<file path="src/rtl/motor_drv_if.sv">
// Command and drive bundle between dig_core and the H-bridge PWM stage.
// master drives the commands; slave (motor_drv) drives the bridge legs and period marker.
interface motor_drv_if;
    logic               go;
    logic signed [10:0] lft;
    logic signed [10:0] rht;
    logic               fwd_lft;
    logic               rev_lft;
    logic               fwd_rht;
    logic               rev_rht;
    logic               pwm_sync;

    modport master (
        output go, lft, rht,
        input  fwd_lft, rev_lft, fwd_rht, rev_rht, pwm_sync
    );

    modport slave (
        input  go, lft, rht,
        output fwd_lft, rev_lft, fwd_rht, rev_rht, pwm_sync
    );
endinterface

</file>
<file path="src/rtl/motor_drv.sv">
// Dual H-bridge PWM driver: period-aligned command shadowing, immediate brake on go low,
// dead-time on reversal. Outputs registered (1 clk after compare); no backpressure.
module motor_drv #(
    parameter int PWM_W    = 10,
    parameter int DEADTIME = 32
) (
    input  logic       clk,
    input  logic       rst,
    motor_drv_if.slave bus
);
    localparam logic [1:0] ST_RUN   = 2'd0;
    localparam logic [1:0] ST_DEAD  = 2'd1;
    localparam logic [1:0] ST_BRAKE = 2'd2;

    localparam int              CW      = (PWM_W > 11) ? PWM_W : 11;
    localparam logic [PWM_W-1:0] CNT_MAX = {PWM_W{1'b1}};
    localparam logic [CW-1:0]   DT      = CW'(DEADTIME);

    logic [PWM_W-1:0] cnt_q, cnt_d;
    logic [CW-1:0]    cnt_w;
    logic             boundary;
    logic             sync_q;

    logic signed [10:0] cmd    [2];
    logic [10:0]        duty_q [2];
    logic [10:0]        duty_d [2];
    logic               dir_q  [2];
    logic               dir_d  [2];
    logic [1:0]         st_q   [2];
    logic [1:0]         st_d   [2];
    logic               fwd_q  [2];
    logic               fwd_d  [2];
    logic               rev_q  [2];
    logic               rev_d  [2];
    logic               nd     [2];
    logic               act    [2];

    // Magnitude at 11 bits; -1024 is the only value whose negation overflows.
    function automatic logic [10:0] sat_mag(input logic signed [10:0] c);
        logic [10:0] m;
        m = c[10] ? 11'(-c) : 11'(c);
        if (m[10]) begin
            m = 11'd1023;
        end
        return m;
    endfunction

    assign cmd[0]   = bus.lft;
    assign cmd[1]   = bus.rht;
    assign boundary = (cnt_q == CNT_MAX);
    assign cnt_d    = cnt_q + PWM_W'(1);
    assign cnt_w    = CW'(cnt_q);

    always_comb begin
        for (int s = 0; s < 2; s++) begin
            nd[s]     = (cmd[s] == 11'sd0) ? dir_q[s] : cmd[s][10];
            act[s]    = (cnt_w < CW'(duty_q[s]));
            st_d[s]   = st_q[s];
            dir_d[s]  = dir_q[s];
            duty_d[s] = duty_q[s];
            fwd_d[s]  = 1'b0;
            rev_d[s]  = 1'b0;

            if (boundary) begin
                duty_d[s] = sat_mag(cmd[s]);
                dir_d[s]  = nd[s];
            end

            case (st_q[s])
                ST_RUN: begin
                    fwd_d[s] = !dir_q[s] && act[s];
                    rev_d[s] =  dir_q[s] && act[s];
                    if (boundary && (nd[s] != dir_q[s])) begin
                        st_d[s] = ST_DEAD;
                    end
                end
                ST_DEAD: begin
                    fwd_d[s] = !dir_q[s] && act[s] && (cnt_w >= DT);
                    rev_d[s] =  dir_q[s] && act[s] && (cnt_w >= DT);
                    if (boundary) begin
                        st_d[s] = (nd[s] != dir_q[s]) ? ST_DEAD : ST_RUN;
                    end
                end
                default: begin
                    fwd_d[s] = 1'b1;
                    rev_d[s] = 1'b1;
                    if (boundary) begin
                        st_d[s] = (nd[s] != dir_q[s]) ? ST_DEAD : ST_RUN;
                    end
                end
            endcase

            // go low brakes on this very edge and keeps the pre-brake direction.
            if (!bus.go) begin
                st_d[s]  = ST_BRAKE;
                dir_d[s] = dir_q[s];
                fwd_d[s] = 1'b1;
                rev_d[s] = 1'b1;
            end
        end
    end

    always_ff @(posedge clk or posedge rst) begin
        if (rst) begin
            cnt_q  <= '0;
            sync_q <= 1'b0;
            for (int s = 0; s < 2; s++) begin
                duty_q[s] <= '0;
                dir_q[s]  <= 1'b0;
                st_q[s]   <= ST_BRAKE;
                fwd_q[s]  <= 1'b0;
                rev_q[s]  <= 1'b0;
            end
        end else begin
            cnt_q  <= cnt_d;
            sync_q <= boundary;
            for (int s = 0; s < 2; s++) begin
                duty_q[s] <= duty_d[s];
                dir_q[s]  <= dir_d[s];
                st_q[s]   <= st_d[s];
                fwd_q[s]  <= fwd_d[s];
                rev_q[s]  <= rev_d[s];
            end
        end
    end

    assign bus.fwd_lft  = fwd_q[0];
    assign bus.rev_lft  = rev_q[0];
    assign bus.fwd_rht  = fwd_q[1];
    assign bus.rev_rht  = rev_q[1];
    assign bus.pwm_sync = sync_q;
endmodule

</file>
<file path="src/flat_wrapper.sv">
// flat-port wrapper written by rule: the top's interface ports become plain ports
module motor_drv_flat 
#(
    parameter int PWM_W    = 10,
    parameter int DEADTIME = 32
)
  (clk, rst, bus_go, bus_lft, bus_rht, bus_fwd_lft, bus_rev_lft, bus_fwd_rht, bus_rev_rht, bus_pwm_sync);
  motor_drv_if bus_i ();
  input  logic clk;
  input  logic rst;
  input wire logic [$bits(bus_i.go)-1:0] bus_go;
  input wire logic [$bits(bus_i.lft)-1:0] bus_lft;
  input wire logic [$bits(bus_i.rht)-1:0] bus_rht;
  output wire logic [$bits(bus_i.fwd_lft)-1:0] bus_fwd_lft;
  output wire logic [$bits(bus_i.rev_lft)-1:0] bus_rev_lft;
  output wire logic [$bits(bus_i.fwd_rht)-1:0] bus_fwd_rht;
  output wire logic [$bits(bus_i.rev_rht)-1:0] bus_rev_rht;
  output wire logic [$bits(bus_i.pwm_sync)-1:0] bus_pwm_sync;
  assign bus_i.go = bus_go;
  assign bus_i.lft = bus_lft;
  assign bus_i.rht = bus_rht;
  assign bus_fwd_lft = bus_i.fwd_lft;
  assign bus_rev_lft = bus_i.rev_lft;
  assign bus_fwd_rht = bus_i.fwd_rht;
  assign bus_rev_rht = bus_i.rev_rht;
  assign bus_pwm_sync = bus_i.pwm_sync;
  motor_drv #(.PWM_W(PWM_W), .DEADTIME(DEADTIME)) u_core (.clk(clk), .rst(rst), .bus(bus_i));
endmodule
</file>
<file path="config.mk">
export PLATFORM = sky130hd
export DESIGN_NAME = motor_drv_flat
export DESIGN_NICKNAME = d
export VERILOG_FILES = /design/src/rtl/motor_drv_if.sv /design/src/rtl/motor_drv.sv /design/src/flat_wrapper.sv
export SDC_FILE = /design/constraint.sdc
export NUM_CORES = 1
export LEC_CHECK = 0
export ABC_AREA = 1
export CAP_MARGIN = 10
export CORE_MARGIN = 2
export CORE_UTILIZATION = 61
export CTS_CLUSTER_DIAMETER = 60
export CTS_CLUSTER_SIZE = 30
export DETAILED_ROUTE_END_ITERATION = 10
export PLACE_DENSITY = 0.85
export REMOVE_ABC_BUFFERS = 1
export SKIP_LAST_GASP = 1
export SYNTH_ARGS = -nofsm -noshare
export SYNTH_HDL_FRONTEND = slang
export SYNTH_SLANG_ARGS = --single-unit
</file>
<file path="constraint.sdc">
create_clock -name clk -period 4.4 [get_ports clk]
set_clock_uncertainty 0.15 [all_clocks]
set_input_delay 0.88 -clock clk [delete_from_list [all_inputs] [get_ports clk]]
set_output_delay 0.88 -clock clk [all_outputs]
set_load 0.005 [all_outputs]
</file>
==> impl_metrics.xml <==
<?xml version="1.0" encoding="UTF-8"?>
<metrics>
  <group name="synth">
    <metric name="number_of_distinct_library_cells_after_synthesis" unit="">25</metric>
    <metric name="post_synth_instance_area" unit="um^2">2710</metric>
    <metric name="per_instance_average_area_after_synthesis" unit="um^2">7.50</metric>
    <metric name="postSynthSeqShare" unit="%">38.0</metric>
    <metric name="number_of_synthesized_register_bits" unit="">41</metric>
    <metric name="synth_stat.cells" unit="">361</metric>
    <metric name="ys_warns" unit="">0</metric>
    <metric name="synth_chip_area" unit="um^2">2710</metric>
    <metric name="postSynthCellCount" unit="">361</metric>
  </group>
  <group name="clock_network">
    <metric name="cts_tree" unit="">yes</metric>
    <metric name="inserted_clock_buffers" unit="">5</metric>
    <metric name="htreeDepth" unit="">2</metric>
    <metric name="cts_num_sinks" unit="">41</metric>
    <metric name="postCtsResizedCells" unit="">0</metric>
    <metric name="cts_setup_buffers" unit="">0</metric>
    <metric name="clock_path_buffers" unit="">2</metric>
    <metric name="cts.hold.buffers_added" unit="">0</metric>
    <metric name="worst_skew_pair.late_latency" unit="ps">300</metric>
    <metric name="cts.reportedPaths.clkPinSlew" unit="ps">80</metric>
    <metric name="clk_tree_root_cell" unit="">sky130_fd_sc_hd__clkbuf_8</metric>
  </group>
  <group name="power">
    <metric name="combinationalPowerShare" unit="%">15.5</metric>
    <metric name="power.density_cell_area" unit="nW/um^2">247</metric>
    <metric name="power.clock.fraction" unit="%">33.1</metric>
    <metric name="p_leak" unit="nW">1.62</metric>
    <metric name="power.total" unit="mW">0.776</metric>
    <metric name="sw_frac_of_total" unit="%">26.2</metric>
    <metric name="sequential_fraction_of_design_power" unit="%">51.4</metric>
    <metric name="power.net_switching" unit="mW">0.204</metric>
    <metric name="vdd_ir_drop_max" unit="mV">0.161</metric>
    <metric name="p_int" unit="mW">0.572</metric>
  </group>
  <group name="final_layout">
    <metric name="fillers" unit="">345</metric>
    <metric name="finish.net_count" unit="">442</metric>
    <metric name="final_common_cell" unit="">sky130_fd_sc_hd__inv_1</metric>
    <metric name="final-comb-area" unit="um^2">1410</metric>
    <metric name="seq_area" unit="um^2">1030</metric>
    <metric name="layout_top_cells" unit="">sky130_fd_sc_hd__inv_1, sky130_fd_sc_hd__nand2_1, sky130_fd_sc_hd__nor2_1</metric>
    <metric name="syn2layout_area_growth" unit="%">16.0</metric>
    <metric name="post_route_cells_drive_above_1_share" unit="%">5.56</metric>
    <metric name="antenna-diode-count" unit="">0</metric>
  </group>
  <group name="worst_hold_path">
    <metric name="hold_path_depth" unit="">2</metric>
    <metric name="hold_class" unit="">reg2reg</metric>
  </group>
  <group name="floorplanning">
    <metric name="floorplan.core_util" unit="%">62.6</metric>
    <metric name="die_height" unit="um">70.6</metric>
    <metric name="ios" unit="">30</metric>
    <metric name="die_area" unit="um^2">4990</metric>
    <metric name="core-area" unit="um^2">4320</metric>
    <metric name="rows" unit="">24</metric>
    <metric name="fp.dieW" unit="um">70.6</metric>
  </group>
  <group name="detailed_routing">
    <metric name="first_iter_violations" unit="">157</metric>
    <metric name="antenna_left" unit="">0</metric>
    <metric name="detail_route.drc_violations" unit="">0</metric>
    <metric name="viasPerCell" unit="">5.26</metric>
    <metric name="drt_pass1_iterations" unit="">4</metric>
  </group>
  <group name="worst_setup_path">
    <metric name="critical_path_peak_fanout" unit="">15</metric>
    <metric name="worstRegToRegCells" unit="">7</metric>
    <metric name="critPathLaunchType" unit="">input port</metric>
    <metric name="worstPathRequired" unit="ps">4440</metric>
    <metric name="crit_path_kind" unit="">in2reg</metric>
    <metric name="data_arrival_time_of_the_worst_path" unit="ps">2510</metric>
    <metric name="critPathCaptureType" unit="">flop</metric>
  </group>
  <group name="grt">
    <metric name="grt_start_max_net_pins" unit="">42</metric>
    <metric name="overflow" unit="">0</metric>
    <metric name="grt_antenna_before_repair" unit="">0</metric>
    <metric name="grt_first_pass_wirelength" unit="um">10100</metric>
    <metric name="first_global_vias" unit="">2276</metric>
  </group>
  <group name="sta">
    <metric name="maximum_operating_frequency" unit="GHz">0.405</metric>
    <metric name="finalHoldViolations" unit="">0</metric>
    <metric name="maxSlewViolCount" unit="">0</metric>
    <metric name="max_slew_margin_vs_limit" unit="%">65.4</metric>
    <metric name="setup-violations-final" unit="">0</metric>
    <metric name="final.min_clock_period" unit="ps">2470</metric>
    <metric name="unrepaired_setup_endpoints_after_global_routing" unit="">false</metric>
    <metric name="setup_slack" unit="ps">1930</metric>
    <metric name="timing.setup.tns" unit="ps">0</metric>
    <metric name="timing.final.crit_share" unit="%">56.1</metric>
    <metric name="worstMarginPinSlew" unit="ps">519</metric>
  </group>
  <group name="job">
    <metric name="cap_viol_max_count" unit="">0</metric>
    <metric name="warning_count" unit="">27</metric>
  </group>
  <group name="placed_design">
    <metric name="place_ws" unit="ps">1630</metric>
    <metric name="port-buffer-count" unit="">29</metric>
    <metric name="gp_congestion" unit="">0.869</metric>
    <metric name="place_hpwl" unit="um">4350</metric>
  </group>
  <group name="run_status">
    <metric name="run_status" unit="">completed</metric>
  </group>
</metrics>
==> through the flow <==
stage | instance area [um^2] | utilization, % | hold slack, ps | std cells
global placement | 3050 | 70.5 | 347 | 440
floorplan | 2690 | - | 317 | 358
finish | 3140 | 72.6 | 370 | 448
CTS | 3140 | 72.6 | 372 | 448
global route | 3140 | 72.6 | 400 | 448
detailed placement | 3050 | 70.5 | 354 | 440
==> path summary, 6_finish.rpt <==
check	from	end	slack [ps]
setup / recovery	bus_lft[10]	u_core.duty_q[17]	1930
hold / removal	u_core.duty_q[5]	u_core.duty_q[5]	370
setup reg to reg	u_core.cnt_q[1]	u_core.duty_q[2]	2370
hold reg to reg	u_core.duty_q[5]	u_core.duty_q[5]	370
max in group asynchronous	rst	u_core.st_q[3]	2870
min in group asynchronous	rst	u_core.duty_q[13]	860
==> per-layer routing <==
layer,track usage (%),wire (um)
met1,35.1,2610
met2,42.9,2770
met3,3.13,178
met4,7.97,91
met5,0,0
==> flip-flops by register name, indices dropped and copies added (netlist names) <==
register,count
u_core.bus.fwd_lft,1
u_core.bus.fwd_rht,1
u_core.bus.pwm_sync,1
u_core.bus.rev_lft,1
u_core.bus.rev_rht,1
u_core.cnt_q,10
u_core.dir_q,2
u_core.duty_q,20
u_core.st_q,4
==> cell usage after synthesis (all sizes together) <==
cell type | n | area [um^2]
a21oi | 22 | 125
a22oi | 4 | 30.0
a31oi | 5 | 31.3
buf | 2 | 15.0
clkbuf | 1 | 3.75
dfrtp | 39 | 976
dfstp | 2 | 52.6
ha | 22 | 275
inv | 67 | 251
nand2 | 66 | 250
nand3 | 32 | 165
nand4 | 3 | 33.8
nor2 | 61 | 254
nor3 | 4 | 31.3
o21ai | 16 | 80.1
xor2 | 15 | 131
==> cell families after synthesis <==
kind of cell / after synthesis / share of synthesized area, %
AND-OR/OR-AND: 47 / 9.85
XOR/XNOR: 15 / 4.85
adder cells (fa/ha/maj): 22 / 10.2
buffers and inverters: 70 / 9.99
flip-flops: 41 / 38.0
AND/OR/NAND/NOR: 166 / 27.1
==> cell type report <==
class	count	share of cell area, %
well taps	52	2.07
flip-flops and latches	41	32.7
inverters	67	8.01
clock buffers	8	2.87
repair buffers	30	9.48
multi-input cells	250	44.8
==> worst max-delay path: stages <==
cell and delay [ps]:
sky130_fd_sc_hd__clkdlybuf4s50_1 660, sky130_fd_sc_hd__inv_1 260, sky130_fd_sc_hd__nor2_1 90, sky130_fd_sc_hd__nand3_1 110
sky130_fd_sc_hd__inv_1 80, sky130_fd_sc_hd__nor2_4 210, sky130_fd_sc_hd__inv_1 80, sky130_fd_sc_hd__nor2_1 90
sky130_fd_sc_hd__nor2_1 40
==> power by group through the flow <==
stage               sequential, mW  combinational [mW]  clock [mW]
global route                 0.400               0.139       0.274
global placement             0.405               0.116           0
floorplan                    0.404              0.0743           0
finish                       0.399               0.120       0.257
detailed placement           0.406               0.120           0
CTS                          0.398               0.121       0.259
Figure 1. A small window of the routed layout.
Bar = 5 um. Window x 43 to 63, y 43 to 63 um. Cells in grey, sequential cells in the stronger grey; small squares are vias.
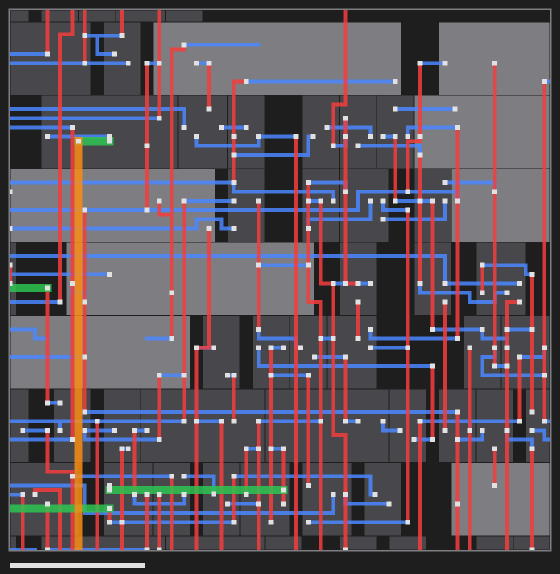
legend:
  met1:
    colour: blue
  met4:
    colour: orange
  met3:
    colour: green
  met2:
    colour: red
sequential cells in the window: 5
most frequent: nand2_1 (9), inv_1 (8), nor2_1 (6)
cells with their middle in the window: 40
netlist names of flops here include: u_core.duty_q (3)

Figure 2. Signal metal coverage by tile.
The die is cut into 14 by 14 equal tiles; white is low, dark blue is high, scaled to the fullest tile. Values are wire area over tile area, all layers added.
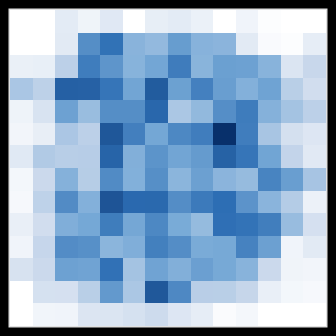
densest ninth of the die: centre
mean over tiles: 0.18
nearly empty tiles: 7.7%
tiles over half the peak: 38%
fullest tile: 0.46

Figure 3. Routing congestion.
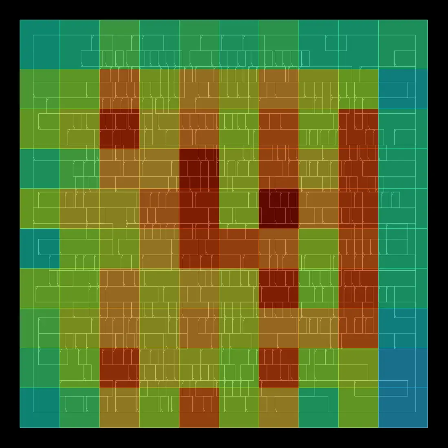
met3 Resource Use GR: 3.13%
overall track demand over capacity in global routing: 25.6%
utilization of the core after routing: 72.6%
met1 Use GR: 35.1%
M2 GR Usage: 42.9%

Figure 4. The metal 1 layer.
Bar = 20 um. Cells faint in the background.
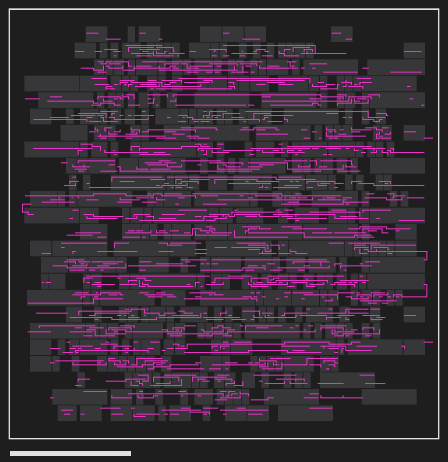
wire length on this layer: 2610 um
longest straight run: 24.4 um
main direction: horizontal
vias: 2357
total wire length: 5640 um

Figure 5. Wiring by layer.
Bar = 20 um. Only two layers are drawn.
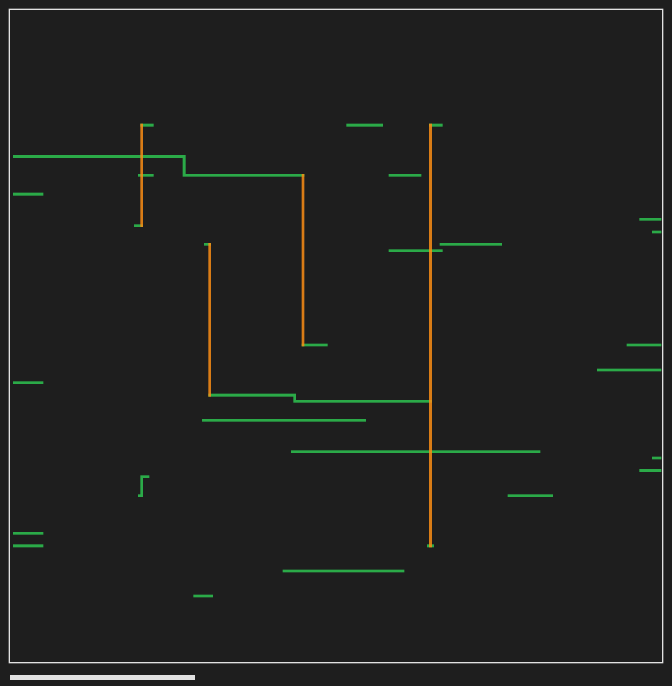
legend:
  met3:
    colour: green
    wire_length: 178 um
  met4:
    colour: orange
    wire_length: 91.1 um

Power figures rest on the tool's default switching activity, not on a simulated workload.
